### config.mk
export PLATFORM = sky130hd
export DESIGN_NAME = byte_deframer_2b_flat
export DESIGN_NICKNAME = d
export VERILOG_FILES = /design/src/rtl/byte_deframer_2b_if.sv /design/src/rtl/byte_deframer_2b.sv /design/src/flat_wrapper.sv
export SDC_FILE = /design/constraint.sdc
export NUM_CORES = 1
export LEC_CHECK = 0
export CORE_MARGIN = 4
export CORE_UTILIZATION = 58
export CTS_BUF_LIST = sky130_fd_sc_hd__clkbuf_4 sky130_fd_sc_hd__clkbuf_8
export DETAILED_ROUTE_END_ITERATION = 8
export DONT_BUFFER_PORTS = 1
export GPL_TIMING_DRIVEN = 0
export PLACE_DENSITY = 0.86
export SLEW_MARGIN = 0
export SYNTH_ARGS = -nofsm -noshare
export SYNTH_HDL_FRONTEND = slang
export SYNTH_SLANG_ARGS = --single-unit
### constraint.sdc
create_clock -name clk -period 1.4 [get_ports clk]
set_input_delay 0.14 -clock clk [delete_from_list [all_inputs] [get_ports clk]]
set_output_delay 0.14 -clock clk [all_outputs]
set_load 0.01 [all_outputs]
### src/rtl/byte_deframer_2b_if.sv
// rtl/byte_deframer_2b_if.sv - symbol-in / byte-out bundle for byte_deframer_2b
//
// Purpose: groups the 2-bit symbol input and the byte output of the deframer.
// Signals:
//   data_in   [1:0]  symbol from the upstream mux, MSB pair of a byte first
//   valid_in         data_in carries a valid symbol this cycle
//   data_out  [7:0]  last assembled byte, holds between strobes
//   valid_out        one-cycle strobe, data_out is new this cycle
//   active           lock achieved, sticky until reset
// Modports:
//   master  upstream side (drives symbols, observes the byte output)
//   slave   deframer side
interface byte_deframer_2b_if;
  logic [1:0] data_in;
  logic       valid_in;
  logic [7:0] data_out;
  logic       valid_out;
  logic       active;

  modport master (output data_in, output valid_in,
                  input data_out, input valid_out, input active);
  modport slave  (input data_in, input valid_in,
                  output data_out, output valid_out, output active);
endinterface

### src/rtl/byte_deframer_2b.sv
// rtl/byte_deframer_2b.sv - 2-bit symbol to byte deframer with sync-byte lock
//
// Purpose: collects 2-bit symbols MSB pair first, slides a byte window until
// it matches SYNC_BYTE, confirms SYNC_COUNT consecutive aligned sync bytes,
// then emits every aligned byte with a one-cycle valid_out strobe.
// Ports:
//   clk      clock, all state changes on the rising edge
//   reset_L  asynchronous active-low reset
//   bus      byte_deframer_2b_if.slave (data_in, valid_in, data_out,
//            valid_out, active)
// Parameters:
//   SYNC_BYTE   alignment pattern (default 8'hBC)
//   SYNC_COUNT  aligned sync bytes required for lock, 1..15 (default 4)
// Build option:
//   DROP_SYNC_EN  when defined, aligned bytes equal to SYNC_BYTE are not
//                 emitted once locked
module byte_deframer_2b #(
  parameter logic [7:0] SYNC_BYTE  = 8'hBC,
  parameter int         SYNC_COUNT = 4
) (
  input logic                 clk,
  input logic                 reset_L,
  byte_deframer_2b_if.slave   bus
);

  typedef enum logic [1:0] {
    SEARCH = 2'd0,
    ALIGN  = 2'd1,
    ACTIVE = 2'd2
  } state_t;

  localparam logic [3:0] SYNC_TARGET = 4'(SYNC_COUNT);

  state_t     state_q, state_d;
  logic [5:0] shift_q, shift_d;
  logic [1:0] sym_cnt_q, sym_cnt_d;
  logic [3:0] sync_cnt_q, sync_cnt_d;
  logic [7:0] data_out_q, data_out_d;
  logic       valid_out_q, valid_out_d;
  logic       active_q, active_d;

  logic [7:0] window;
  logic [3:0] sync_inc;

  // Current candidate byte: the previous three valid symbols plus this one.
  assign window   = {shift_q, bus.data_in};
  assign sync_inc = sync_cnt_q + 4'd1;

  always_ff @(posedge clk or negedge reset_L) begin
    if (!reset_L) begin
      state_q     <= SEARCH;
      shift_q     <= '0;
      sym_cnt_q   <= '0;
      sync_cnt_q  <= '0;
      data_out_q  <= '0;
      valid_out_q <= 1'b0;
      active_q    <= 1'b0;
    end else begin
      state_q     <= state_d;
      shift_q     <= shift_d;
      sym_cnt_q   <= sym_cnt_d;
      sync_cnt_q  <= sync_cnt_d;
      data_out_q  <= data_out_d;
      valid_out_q <= valid_out_d;
      active_q    <= active_d;
    end
  end

  always_comb begin
    state_d     = state_q;
    shift_d     = shift_q;
    sym_cnt_d   = sym_cnt_q;
    sync_cnt_d  = sync_cnt_q;
    data_out_d  = data_out_q;
    valid_out_d = 1'b0;
    active_d    = active_q;

    // Idle cycles freeze everything; only the strobe drops back to 0.
    if (bus.valid_in) begin
      shift_d   = window[5:0];
      sym_cnt_d = sym_cnt_q + 2'd1;

      case (state_q)
        SEARCH: begin
          // Byte phase is defined by the matching window, so restart at 0.
          sym_cnt_d = '0;
          if (window == SYNC_BYTE) begin
            sync_cnt_d = 4'd1;
            if (SYNC_TARGET == 4'd1) begin
              state_d  = ACTIVE;
              active_d = 1'b1;
            end else begin
              state_d = ALIGN;
            end
          end
        end

        ALIGN: begin
          if (sym_cnt_q == 2'd3) begin
            if (window == SYNC_BYTE) begin
              sync_cnt_d = sync_inc;
              if (sync_inc == SYNC_TARGET) begin
                state_d  = ACTIVE;
                active_d = 1'b1;
              end
            end else begin
              // The failed window is not re-tested; sliding resumes next symbol.
              sync_cnt_d = '0;
              state_d    = SEARCH;
            end
          end
        end

        ACTIVE: begin
          if (sym_cnt_q == 2'd3) begin
`ifdef DROP_SYNC_EN
            if (window != SYNC_BYTE) begin
              data_out_d  = window;
              valid_out_d = 1'b1;
            end
`else
            data_out_d  = window;
            valid_out_d = 1'b1;
`endif
          end
        end

        default: begin
          state_d = SEARCH;
        end
      endcase
    end
  end

  assign bus.data_out  = data_out_q;
  assign bus.valid_out = valid_out_q;
  assign bus.active    = active_q;

endmodule

### src/flat_wrapper.sv
// flat-port wrapper written by rule: the top's interface ports become plain ports
module byte_deframer_2b_flat 
#(
  parameter logic [7:0] SYNC_BYTE  = 8'hBC,
  parameter int         SYNC_COUNT = 4
)
  (clk, reset_L, bus_data_in, bus_valid_in, bus_data_out, bus_valid_out, bus_active);
  byte_deframer_2b_if bus_i ();
  input logic clk;
  input logic reset_L;
  input wire logic [$bits(bus_i.data_in)-1:0] bus_data_in;
  input wire logic [$bits(bus_i.valid_in)-1:0] bus_valid_in;
  output wire logic [$bits(bus_i.data_out)-1:0] bus_data_out;
  output wire logic [$bits(bus_i.valid_out)-1:0] bus_valid_out;
  output wire logic [$bits(bus_i.active)-1:0] bus_active;
  assign bus_i.data_in = bus_data_in;
  assign bus_i.valid_in = bus_valid_in;
  assign bus_data_out = bus_i.data_out;
  assign bus_valid_out = bus_i.valid_out;
  assign bus_active = bus_i.active;
  byte_deframer_2b #(.SYNC_BYTE(SYNC_BYTE), .SYNC_COUNT(SYNC_COUNT)) u_core (.clk(clk), .reset_L(reset_L), .bus(bus_i));
endmodule
run_1/power_grid.png
Pins as bars on the die edge. Tap cells in gray.
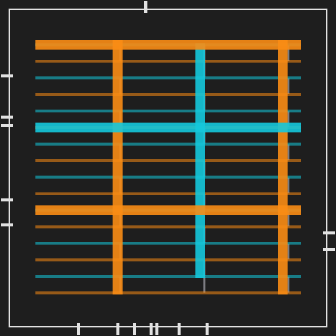
[cyan] VDD
[orange] VSS
met4 straps: 3
tap cells: 25
rows: 15
worst vdd ir: 0.8274 mV
Die W: 51.97 um

run_1/placement_by_type.png
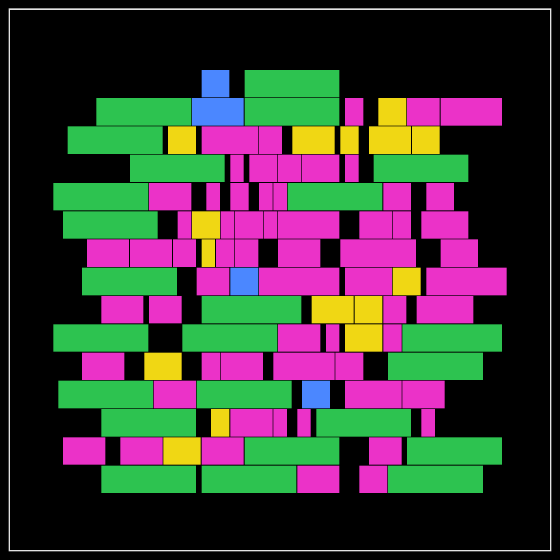
[green] flops | cells: 24 | share of their area: 45%
[blue] clock drivers and dummy loads | cells: 4 | share of their area: 2.7%
[magenta] combinational and other logic | cells: 62 | share of their area: 43%
[yellow] other buffers and delay cells | cells: 15 | share of their area: 9.2%

run_1/clk_routes.png
Scale bar: 20 um.
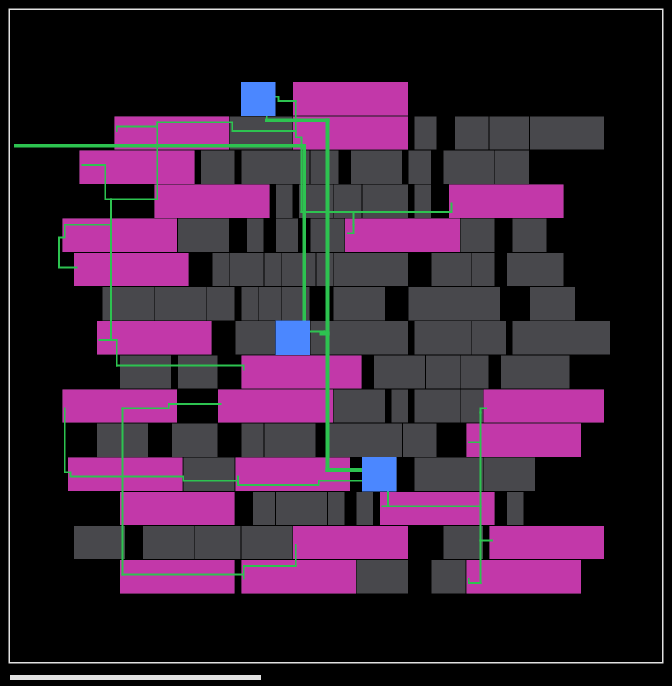
[blue] clock drivers | count: 3
[magenta] flip-flops | count: 24
[green] clock wires | length: 274 um
routed clock nets: 4
flops lie: spread over the die

==> impl_metrics.tcl, run 1 <==
# flow metrics
set metrics [dict create \
    compound_area_share_pct 8.929 \
    syn_area_per_cell_um2 12.60 \
    comb_area_um2 546.8 \
    routed_wl_um 2423 \
    initial_core_util_pct 62.88 \
    cts.sinks 24 \
    ys_cells 89 \
    critPathLaunchType "flip-flop" \
    yosysTopAreaCellShare_pct 53.57 \
    firstDrtPassIters 4 \
    topCellsByArea "dfrtp_1 (54%), mux2_2 (14%), ha_1 (3.3%)" \
    num_vias 799 \
    worst_slew_pin_slew_ns 1.047 \
    endpoint_kind "flip-flop" \
    netlist_instances 89 \
    hold_depth 2 \
    ys_sh_mux_pct 16.29 \
    yosys_area_um2 1121 \
    diodes 0 \
    synth_warnings 0 \
    power_density_nw_per_um2 1260 \
    hpwl_um 1331 \
    cp.required_ns 1.62 \
    sequentialPowerShare_pct 52.7 \
    r2r_setup_slack_ns -0.23 \
    power.leakage_nw 0.6642 \
    chipArea_um2 2700 \
    drt_iter0_drc 11 \
    setup_viol 7 \
    status "finished with violations" \
    max-cap-violations 0 \
    nFillCells 112 \
    fmax_mhz 613.5 \
    drive_gt1_share_pct 40.95 \
    rsz0062_at_grt "true" \
    ff_type "dfrtp_1" \
    violations "negative setup slack" \
    netSwitchingFraction_pct 31.65 \
    edf_count 0 \
    top_area_cell "dfrtp_1" \
    rows 15 \
    cts_made_buffers 3 \
    grt_pass1_vias 812 \
    wl_per_cell_um 18.64 \
    grt_overflow 0 \
    root_buffer "clkbuf_4" \
    simple_gate_share_pct 14.96 \
    warnings 30 \
    ys.flops 24 \
    setup_ws_ns -0.2300 \
    power_switching_uw 542.0 \
    clkTransAtPathRegs_ns 0.12 \
    slew_violations 0 \
    fin_crit_ns 1.630 \
    clockBufferDepth 2 \
    setup_tns_ns -1.394 \
    holdWs_ns 0.2424 \
    synth_cell_types 38 \
    syn-num-nets 97 \
    synth_dominant_cell_count "dfrtp_1" \
    core-area_um2 1783 \
    design_area_um2 1359 \
]
==> run 1: worst paths after layout <==
| path | to | start |
|---|---|---|
| worst max-delay path | u_core.sync_cnt_q[0]$_DFFE_PN0P_ | u_core.shift_q[4]$_DFFE_PN0P_ |
| worst min register to register | u_core.shift_q[5]$_DFFE_PN0P_ | u_core.shift_q[5]$_DFFE_PN0P_ |
| max in group asynchronous | u_core.sync_cnt_q[0]$_DFFE_PN0P_ | reset_L |
| worst min-delay path | u_core.shift_q[0]$_DFFE_PN0P_ | bus_valid_in |
| worst max register to register | u_core.sync_cnt_q[0]$_DFFE_PN0P_ | u_core.shift_q[4]$_DFFE_PN0P_ |
| min in group asynchronous | u_core.bus.data_out[4]$_DFFE_PN0P_ | reset_L |
==> run 1: worst max-delay path: stages (launching register included) <==
cell and delay, ns:
dfrtp_1 0.42, nand4b_1 0.24, buf_4 0.20, o31ai_4 0.24
nand3b_4 0.13, mux2_4 0.31
==> run 1: through the flow <==
stage / utilization [%] / instances / total power [mW] / setup WS (ns)
floorplan: - / 89 / 1.125 / -0.03261
global placement: 64.63 / 114 / 1.177 / -0.1459
detailed placement: 64.63 / 114 / 1.202 / -0.2104
CTS: 72.21 / 126 / 1.642 / -0.1886
global route: 76.21 / 130 / 1.814 / -0.3397
finish: 76.21 / 130 / 1.712 / -0.2300
==> run 1: layout by cell type (no fill, tap or decap), drive strengths merged, types with 3 or more instances in the layout <==
cell type,instances
buf,11
clkbuf,5
ha,3
mux2,15
inv,5
nand2,4
dfrtp,24
dlygate4sd3,3
nand3,4
nor2,3
==> run 1: cell families (layout without fill, tap and decap cells) <==
family | after synthesis | count (layout)
and+or+nand+nor | 25 | 25
muxes | 16 | 16
AOI/OAI and AO/OA | 13 | 13
adders and majority gates | 3 | 3
DFF | 24 | 24
buffers and inverters | 8 | 24
==> run 1: flip-flops by register name (all words and copies together) (netlist names) <==
signal / flops
u_core.bus.valid_out: 1
u_core.bus.active: 1
u_core.state_q: 2
u_core.sync_cnt_q: 4
u_core.shift_q: 6
u_core.sym_cnt_q: 2
u_core.bus.data_out: 8
==> run 1: timing repair <==
item / in CTS / in global routing
buffers inserted: 5 / 4
resized: 5 / 9
hold buffers: 3 / 0
endpoints found under the setup margin: 15 / 15
hold endpoints to repair: 28 / 0
pin swaps: 3 / 4
==> run 1: area by class of cell <==
class,count,area share [%]
sequential,24,44.38
multi-input combinational,57,40.24
timing repair buffer,12,8.011
clock buffer,4,2.670
tap,25,2.302
inverter,5,1.381
buffer,3,1.013
==> run 1: power by group through the flow <==
| stage | sequential, mW | combinational [mW] | clock, mW |
|---|---|---|---|
| after floorplan | 0.877 | 0.248 | 0 |
| after global placement | 0.902 | 0.274 | 0 |
| after detailed placement | 0.906 | 0.296 | 0 |
| after CTS | 0.893 | 0.373 | 0.377 |
| after global routing | 0.920 | 0.493 | 0.401 |
| final | 0.902 | 0.448 | 0.362 |
==> run 1: per-layer routing <==
| layer | up-vias | global-route usage (%) | wire, um |
|---|---|---|---|
| li1 | 359 | - | - |
| met1 | 416 | 23.46 | 1009 |
| met2 | 17 | 31.17 | 1257 |
| met3 | 7 | 4.585 | 96 |
| met4 | 0 | 9.170 | 60 |
| met5 | - | 0 | 0 |
==> run 2: changes to the inputs <==
- CAP_MARGIN: unset -> 10
==> run 2 against run 1 <==
  * The flow still finishes with violations (negative setup slack)
  * Sequential cell count unchanged
  * Via count unchanged
  * Clock power about the same
  * Setup slack unchanged
  * Clock-buffer cell count unchanged
  * Critical path type unchanged
  * Synthesized cell count unchanged
==> impl_metrics.tcl, run 2 <==
# flow metrics
set metrics [dict create \
    status "finished with violations" \
    violations "negative setup slack" \
    htree_levels 1 \
    simple_gate_share_pct 14.96 \
    post-place-ws_ns -0.2104 \
    finalHoldViolations 0 \
    cts_made_buffers 3 \
    grt_pass1_vias 812 \
    diodes 0 \
    sequentialPowerShare_pct 52.7 \
    path_cells "nand4b_1 -> buf_4 -> o31ai_4 -> nand3b_4 -> mux2_4" \
    pwr-share-clk_pct 21.2 \
    place_area_um2 1152 \
    worst_slew_pin_slew_ns 1.047 \
    ys.flops 24 \
    clkTransAtPathRegs_ns 0.12 \
    syn_area_per_cell_um2 12.60 \
    setup_viol 7 \
    yosysTopAreaCellShare_pct 53.57 \
    critPathLaunchType "flip-flop" \
    globalplace.congestion 0.7929 \
    grt_overflow 0 \
    yosys_area_um2 1121 \
    firstDrtPassIters 4 \
    synth_cell_types 38 \
    max-cap-violations 0 \
    slew_violations 0 \
    crit_family "flip-flops" \
    synth_warnings 0 \
    die_w_um 51.97 \
    largest_reg_flops 8 \
    rsz0062_at_grt "true" \
    ff_type "dfrtp_1" \
    fmax_mhz 613.5 \
    root_buffer "clkbuf_4" \
    initial_core_util_pct 62.88 \
    ys_cells 89 \
    fin_crit_ns 1.630 \
    netlist_instances 89 \
    worst-path-buf-inv 1 \
    power_density_nw_per_um2 1260 \
    power_switching_uw 542.0 \
    power.leakage_nw 0.6642 \
    synthArstFlopShare_pct 100.0 \
    nFillCells 112 \
    cp.required_ns 1.62 \
    wl_per_cell_um 18.64 \
    chipArea_um2 2700 \
    edf_count 0 \
    layout_top_cell "dfrtp_1" \
    insertion_delay_ns 0.32 \
    vdd_drop_max_mv 0.8274 \
    hpwl_um 1331 \
    compound_area_share_pct 8.929 \
    grt_pass1_wl_um 3801 \
    ys_sh_mux_pct 16.29 \
    cts.sinks 24 \
    final_util_pct 76.21 \
    top_area_cell "dfrtp_1" \
    topCellsByArea "dfrtp_1 (54%), mux2_2 (14%), ha_1 (3.3%)" \
    lay_top_cells "dfrtp_1 (22), mux2_2 (14), buf_4 (6)" \
    comb_area_um2 546.8 \
    grt_max_degree 25 \
    drt_iter0_drc 11 \
    synth_dominant_cell_count "dfrtp_1" \
    slowest_delay_ns 0.42 \
    clockBufferDepth 2 \
    endpoint_kind "flip-flop" \
    setup_ws_ns -0.2300 \
    ys_sh_xor_pct 0 \
    netSwitchingFraction_pct 31.65 \
    warnings 30 \
    drive_gt1_share_pct 40.95 \
    cp_slowest_cell "dfrtp_1" \
    syn-num-nets 97 \
]
==> run 2: cell counts after synthesis <==
Identical to the previous run, type by type.
==> run 2: repair_timing <==
action,CTS,global route
hold endpoints to repair,28,0
hold buffers,3,0
buffers inserted,5,4
pin swaps,3,4
resized,5,9
setup endpoints to repair,15,15
==> run 2: worst register-to-register path, cell delays in order (launching register included) <==
cell and delay, ns:
dfrtp_1 0.42, nand4b_1 0.24, buf_4 0.20, o31ai_4 0.24, nand3b_4 0.13, mux2_4 0.31
==> run 2: per-layer routing <==
metal / part of all wire [%] / wire length [um] / vias to the layer above / track usage [%]
met4: 2.5 / 60 / 0 / 9.170
met5: 0 / 0 / - / 0
met1: 42 / 1009 / 416 / 23.46
met2: 52 / 1257 / 17 / 31.17
li1: - / - / 359 / -
met3: 4.0 / 96 / 7 / 4.585
==> run 2: final timing paths <==
check                                               from                                  to  slack, ns  cells past startpoint
hold reg to reg            u_core.shift_q[5]$_DFFE_PN0P_       u_core.shift_q[5]$_DFFE_PN0P_       0.56                      1
setup reg to reg           u_core.shift_q[4]$_DFFE_PN0P_    u_core.sync_cnt_q[0]$_DFFE_PN0P_      -0.23                      5
max in group asynchronous                        reset_L    u_core.sync_cnt_q[0]$_DFFE_PN0P_       0.26                      1
setup / recovery           u_core.shift_q[4]$_DFFE_PN0P_    u_core.sync_cnt_q[0]$_DFFE_PN0P_      -0.23                      5
hold / removal                              bus_valid_in       u_core.shift_q[0]$_DFFE_PN0P_       0.24                      2
min in group asynchronous                        reset_L  u_core.bus.data_out[4]$_DFFE_PN0P_       0.44                      1
==> run 2: stage by stage <==
step	std cells	hold slack, ns	setup TNS (ns)	total power [mW]
2_1_floorplan	89	-0.1556	-0.04430	1.125
6_report	130	0.2424	-1.394	1.712
4_1_cts	126	0.2331	-0.9752	1.642
5_1_grt	130	0.2468	-1.763	1.814
3_5_place_dp	114	-0.1551	-2.223	1.202
3_3_place_gp	114	-0.1550	-1.612	1.177
==> run 2: layout make-up <==
cell class                 instances  share of cell area (%)
sequential                        24                   44.38
multi-input combinational         57                   40.24
timing repair buffer              12                   8.011
clock buffer                       4                   2.670
buffer                             3                   1.013
inverter                           5                   1.381
tap                               25                   2.302
==> run 2: kinds of logic (layout without fill, tap and decap cells) <==
logic type,Yosys count,count (layout)
compound gates,13,13
flops,24,24
fa+ha+maj,3,3
simple gates,25,25
buf+inv,8,24
mux,16,16
==> run 2: power groups by stage <==
stage	sequential, mW	combinational [mW]	clock (mW)
floorplan	0.877	0.248	0
global placement	0.902	0.274	0
detailed placement	0.906	0.296	0
CTS	0.893	0.373	0.377
global route	0.920	0.493	0.401
finish	0.902	0.448	0.362
run_2/wires.png
Scale bar: 20 um.
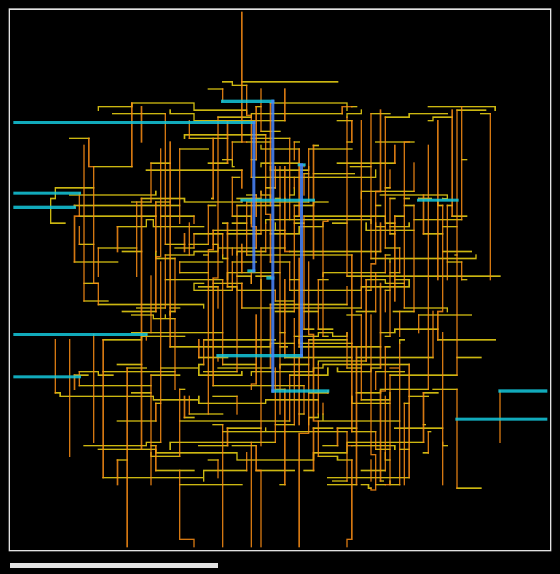
[yellow] metal 1 | wire length: 1010 um
[blue] metal 4 | wire length: 60.5 um
[cyan] metal 3 | wire length: 96.2 um
[orange] metal 2 | wire length: 1260 um
Detailed Route WL: 2423 um
via count: 799

run_2/placement_by_type.png
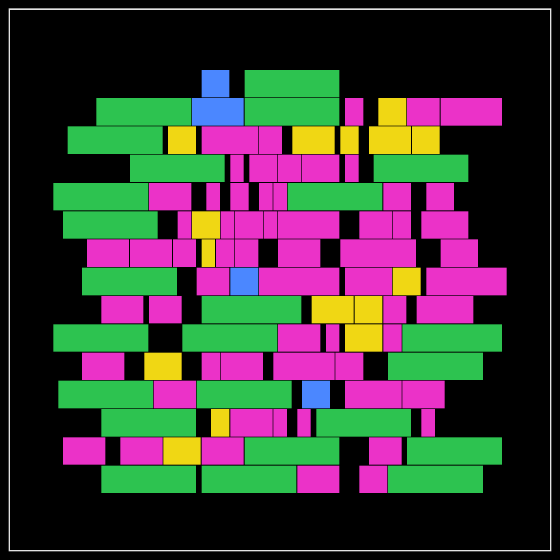
Final Cell Area: 1359 um2
Seq/total area: 44.38%
core area: 1783 um2
row count: 15

Power and IR drop assume default switching activity.
